Run 1, local utilization:
Bar = 20 um. The die is cut into 8 by 8 equal tiles; dark blue is low, red is high, 0 to 100% covered.
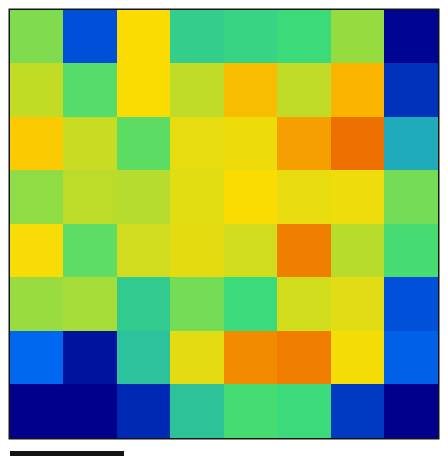
Run 1, metal 2:
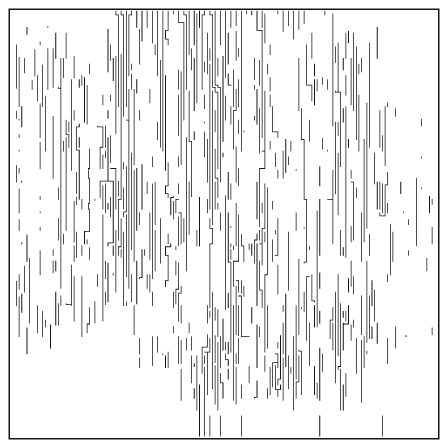
Run 1, cells by drive strength:
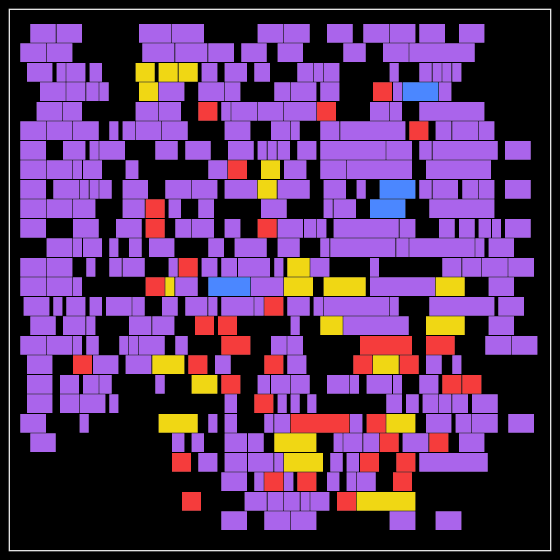
Run 1, congestion heat map:
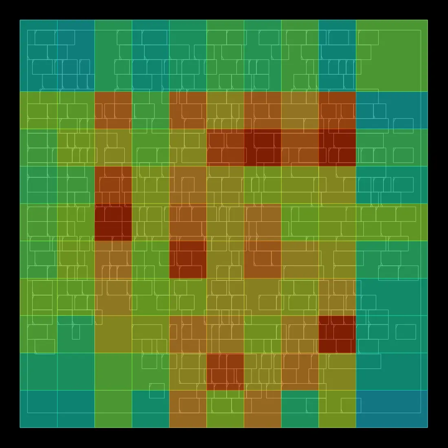
Design rr_stream_mux, sky130hd; sources not shown.
==> results.ini, run 1 <==
[placed_design]
port_buffers = 98
place_ws_ns = -0.180
dpl_cell_area_mm2 = 0.00311
place.gp.congestion = 0.839

[route]
dr.pass1.iters = 4
wl_met1_um = 2950
top_layer = met4
dr_wl_met2_um = 2970
ant_nets = 0
route.detailed.drc = 0
routed_via_density = 5.35
wl_per_cell_um = 15.0
wl_met3_um = 444

[synth]
synth.cellmix.adderShare_pct = 3.99
synth.net_count = 326
postSynth.asyncResetShare_pct = 100
xor_area_share_pct = 0
ys_cells = 241
ys.flops = 15
simple_gate_share_pct = 24.8
synthMuxAreaShare_pct = 7.05
ys_types = 59
aoi_share_pct = 36.6
syn_avg_cell_area_um2 = 7.81
yosys_area_mm2 = 0.00188
synth_area_mm2 = 0.00188
netlist_instances = 241
flop_cell = dfrtp_1
synth-edff-count = 0
synth_seq_share_pct = 19.9
yosys_warnings = 0

[setup_path]
crit_family = buffers and inverters
slowest_delay_ns = 0.55
rrSetupSlack_ns = 1.01
worstSetupStartpointType = input port
worstPathCellList = clkdlybuf4s50_1, buf_4, buf_4, or4_4, o22ai_4, nor2_4, buf_4, and3_2, dlygate4sd2_1
cpMaxStageDelayCell = or4_4
worst-path-buf-inv = 5
cp.required_ns = 3.44
worstSetupEndpointType = output pin
crit_type = input port to output pin
worstPathMaxFanout = 7
r2r_cells = 14
crit_arrival_ns = 3.21
worst-path-stages = 9

[timing]
finalHoldViolations = 0
hold_slack_ns = 0.514
finalCritPeriodShare_pct = 94.7
setup_viol = 0
max-slew-margin-rel_pct = 64.1
skew_ns = 0.00256
period_minus_slack_ns = 4.07
rsz0062_at_grt = false
drv_slew = 0

[power]
ir_drop_mv = 0.186
swShare_pct = 46.4
powerComb_mw = 1.01
combPwrFrac_pct = 72.5
power_sequential_uw = 274
pg_clk_uw = 110
powerDensity_mw_per_mm2 = 439
switching_power_uw = 647
pwr-share-clk_pct = 7.9
maxPowerGroup = combinational cells
power_mw = 1.40
leakage_nw = 1.37

[outcome]
outcome = completed

[grt]
antenna_found_initial = 0
grt_pass1_wl_um = 10400
overflow = 0
grt_pass1_vias = 2229
grt_max_degree = 31
grt_busiest_layer = met2

[floorplan]
rows = 26
dieHeight_um = 75.3
ios = 99
die_x_um = 75.3

[finish]
finalNetCount = 444
largest_reg_flops = 8
diodes = 0
final_cell_mix = 90 x clkdlybuf4s50_1, 33 x buf_4, 32 x nand2_1
design_area_mm2 = 0.00318
drive_gt1_share_pct = 17.3

[hold_path]
min_delay_path_depth = 1

[clock_tree]
cts.clk_slew.worst_paths_ns = 0.06
root_buffer = clkbuf_8
cts_hold_buf = 0
cts_buffers = 3
h-tree-depth = 1
cts.sink_count = 15
tritoncts = built
cts_setup_buffers = 0
clock_latency_ns = 0.24

-- 'local utilization' (at the start) --
- tiles over 75% full: 13%
- fullest tile: 87%
- densest ninth of the die: centre
- mean over tiles: 55%
fp util: 36.6%
Core Region: 0.00514 mm2
post-layout util: 61.9%

-- 'metal 2' (at the start) --
- wire length on this layer: 2970 um
- nets with wire on the layer: 359
- share of all routed wire: 46%
Vias: 2288
drt total wl: 6440 um
met2 Use GR: 38.6%

-- 'cells by drive strength' (at the start) --
- purple: x1 and smaller (cells 296; share 83%)
- blue: x6 and larger (cells 4; share 1.1%)
- yellow: x2 (cells 21; share 5.9%)
- red: x3 and x4 (cells 37; share 10%)
setup ws final: 0.227 ns
Signal buffers: 131

-- 'congestion heat map' (at the start) --
M3 GR Usage: 2.38%
all-layer global routing usage: 23.4%

run 1: Yosys cell counts (2+ instances only):
| cell | number | share of area, % |
|---|---|---|
| nand2_1 | 32 | 6.4 |
| o21ai_0 | 23 | 6.1 |
| dfrtp_1 | 15 | 20 |
| nor2_1 | 15 | 3.0 |
| o22ai_1 | 10 | 3.3 |
| inv_1 | 9 | 1.8 |
| a21oi_1 | 8 | 2.1 |
| clkbuf_1 | 8 | 1.6 |
| a221oi_1 | 7 | 3.3 |
| o31ai_1 | 7 | 2.8 |
| a31oi_1 | 6 | 2.0 |
| and3_2 | 6 | 2.4 |
| ha_1 | 6 | 4.0 |
| nand2b_1 | 6 | 2.0 |
| a22oi_1 | 5 | 2.0 |
| buf_2 | 5 | 1.3 |
| mux2i_1 | 5 | 2.7 |
| nor2b_1 | 5 | 1.7 |
| a211oi_1 | 4 | 1.6 |
| and2_1 | 4 | 1.3 |
| buf_4 | 4 | 1.6 |
| a2bb2oi_1 | 3 | 1.4 |
| mux2_2 | 3 | 1.8 |
| o221ai_1 | 3 | 1.4 |
| a21boi_0 | 2 | 0.80 |
| a21o_1 | 2 | 0.80 |
| a41oi_1 | 2 | 0.93 |
| nand3_1 | 2 | 0.53 |
| nand4b_1 | 2 | 0.93 |
| nor4b_1 | 2 | 0.93 |
| o311ai_1 | 2 | 0.93 |
run 1: through the flow:
step	instances	TNS [ns]	util [%]
floorplan	241	0	-
global placement	424	-0.297	60.5
detailed placement	424	-0.907	60.5
CTS	428	0	61.5
global route	428	0	61.9
finish	428	0	61.9
run 1: final cells by class:
type	count	area [um2]
fill	483	1960
clock buffer	4	45.0
multi-input combinational	197	1380
timing repair buffer	131	1240
inverter	11	53.8
sequential	15	375
tap	70	87.6
==> run 2: changes to the inputs <==
SETUP_SLACK_MARGIN = 0.02   (was unset)
==> results.ini, run 2 <==
[outcome]
outcome = completed

[timing]
setup_viol = 0  ; unchanged
max-slew-margin-rel_pct = 64.1  ; about the same
drv_slew = 0  ; unchanged
finalHoldViolations = 0  ; unchanged
period_minus_slack_ns = 4.07  ; +0.000103 ns
skew_ns = 0.00234  ; -0.000221 ns
worstMarginPinSlew_ns = 0.538
finalCritPeriodShare_pct = 94.7  ; about the same
rsz0062_at_grt = false

[clock_tree]
cts_setup_buffers = 0  ; unchanged
cts.sink_count = 15  ; unchanged
cts.clk_slew.worst_paths_ns = 0.06  ; about the same
root_buffer = clkbuf_8
cts_buffers = 3  ; unchanged
h-tree-depth = 1  ; unchanged
clock_latency_ns = 0.24  ; about the same
tritoncts = built

[setup_path]
worstPathMaxFanout = 7  ; unchanged
crit_arrival_ns = 3.21  ; about the same
worstSetupEndpointType = output pin
crit_type = input port to output pin
cp.required_ns = 3.44  ; about the same
worstSetupStartpointType = input port
rrSetupSlack_ns = 1.01  ; about the same
r2r_cells = 14  ; unchanged

[placed_design]
dpl_cell_area_mm2 = 0.00311  ; unchanged
place.gp.congestion = 0.839  ; unchanged
hpwl_um = 5280
port_buffers = 98  ; unchanged

[route]
ant_nets = 0  ; unchanged
routed-via-count = 2293  ; +0.22%
routed_via_density = 5.36  ; +0.22%
routed_wl_um = 6440  ; about the same
dr.pass1.iters = 4  ; unchanged
route.detailed.drc = 0  ; unchanged
drtIter0Drc = 150

[synth]
postSynth.asyncResetShare_pct = 100  ; unchanged
synth.net_count = 326  ; unchanged
top_area_share_pct = 19.9  ; unchanged
flop_cell = dfrtp_1
syn_avg_cell_area_um2 = 7.81  ; unchanged
synth-edff-count = 0  ; unchanged
ys_cells = 241  ; unchanged
yosys_area_mm2 = 0.00188  ; unchanged
ys.flops = 15  ; unchanged
netlist_instances = 241  ; unchanged
ys_types = 59  ; unchanged
ys_top_cells_by_area = dfrtp_1 20%, nand2_1 6.4%, o21ai_0 6.1%
synth_seq_share_pct = 19.9  ; unchanged
top_area_cell = dfrtp_1
yosys_warnings = 0  ; unchanged
synth_area_mm2 = 0.00188  ; unchanged
yosys-top-cells-count = 32 x nand2_1, 23 x o21ai_0, 15 x dfrtp_1, 15 x nor2_1, 10 x o22ai_1
post-synth-top-count-cell = nand2_1

[finish]
design_area_mm2 = 0.00317  ; -0.24%
diodes = 0  ; unchanged
final_cell_mix = 90 x clkdlybuf4s50_1, 33 x buf_4, 32 x nand2_1
layout.cells.most_common = clkdlybuf4s50_1
finalNetCount = 444  ; unchanged
largest_reg_flops = 8  ; unchanged
drive_gt1_share_pct = 17.3  ; unchanged

[grt]
overflow = 0  ; unchanged
antenna_found_initial = 0  ; unchanged
grt_pass1_vias = 2229  ; unchanged
grt_pass1_wl_um = 10400  ; unchanged
grt.total_usage_pct = 23.4  ; unchanged
grt_max_degree = 31  ; unchanged

[floorplan]
ios = 99  ; unchanged
dieHeight_um = 75.3  ; unchanged
rows = 26  ; unchanged
coreArea_mm2 = 0.00514  ; unchanged
initCoreUtil_pct = 36.6  ; unchanged
die_x_um = 75.3  ; unchanged

[power]
switching_power_uw = 647  ; about the same
seqPwrFrac_pct = 19.6
pg_clk_uw = 110  ; about the same
leakage_nw = 1.34  ; -1.9%
powerComb_mw = 1.01  ; about the same
power_sequential_uw = 274  ; about the same
pwr-share-clk_pct = 7.9  ; about the same
swShare_pct = 46.4  ; +0.057 points
power_mw = 1.39  ; about the same
combPwrFrac_pct = 72.5  ; about the same
p_int_uw = 747
powerDensity_mw_per_mm2 = 439  ; +0.16%
ir_drop_mv = 0.186  ; about the same
maxPowerGroup = combinational cells

[run]
warnings = 30
cap_viol_max_count = 0

[hold_path]
min_delay_path_depth = 1  ; unchanged

run 2: cell types whose count changed in the layout (fill, tap and decap cells not counted):
cell and delta:
dlygate4sd2_1 +2, dlymetal6s2s_1 -2
run 2: critical path, stage by stage:
cell             delay [ns]
clkdlybuf4s50_1        0.47
buf_4                  0.18
buf_4                  0.13
or4_4                  0.55
o22ai_4                0.23
nor2_4                 0.09
buf_4                  0.18
and3_2                 0.20
dlygate4sd2_1          0.33
run 2: cell type report:
class	instances	area, um2
multi-input combinational	197	1380
inverter	11	53.8
timing repair buffer	131	1230
clock buffer	4	45.0
sequential	15	375
fill	487	1970
tap	70	87.6
run 2: per-stage QoR:
| stage | setup TNS, ns | instances | setup slack [ns] | hold slack, ns | util (%) |
|---|---|---|---|---|---|
| final | 0 | 428 | 0.227 | 0.514 | 61.7 |
| after global routing | 0 | 428 | 0.139 | 0.544 | 61.7 |
| after CTS | 0 | 428 | 0.0362 | 0.513 | 61.5 |
| after detailed placement | -0.907 | 424 | -0.180 | 0.501 | 60.5 |
| after global placement | -0.297 | 424 | -0.0936 | 0.493 | 60.5 |
| after floorplan | 0 | 241 | 0.493 | 0.571 | - |
run 2: what timing repair did:
action / in CTS / in global routing
setup endpoints to repair: 8 / 3
resized: 9 / 4
hold buffers: 0 / 0
pin swaps: 0 / 1
run 2: kinds of logic after synthesis:
group / count (synthesis) / share of synthesized area, %
AND/OR/NAND/NOR: 87 / 24.8
adder cells (fa/ha/maj): 6 / 3.99
flip-flops: 15 / 19.9
multiplexers: 10 / 7.05
AND-OR/OR-AND: 94 / 36.6
buffers and inverters: 29 / 7.58
run 2: routing by layer:
layer	routed length (um)	vias to the layer above	track usage, %
met5	0	-	0
met4	74	0	4.73
met3	416	9	2.38
met2	2990	97	38.6
met1	2960	1039	33.2
li1	-	1148	-
Run 2, congestion heat map:
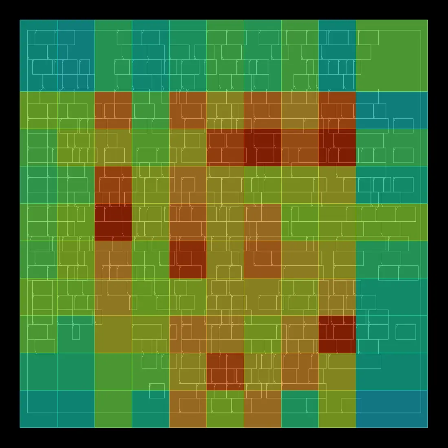
post-layout util: 61.7%
wire per inst: 15.1 um
GR peak layer: met2

No activity file was given, so power comes from the tool's default toggle rates.
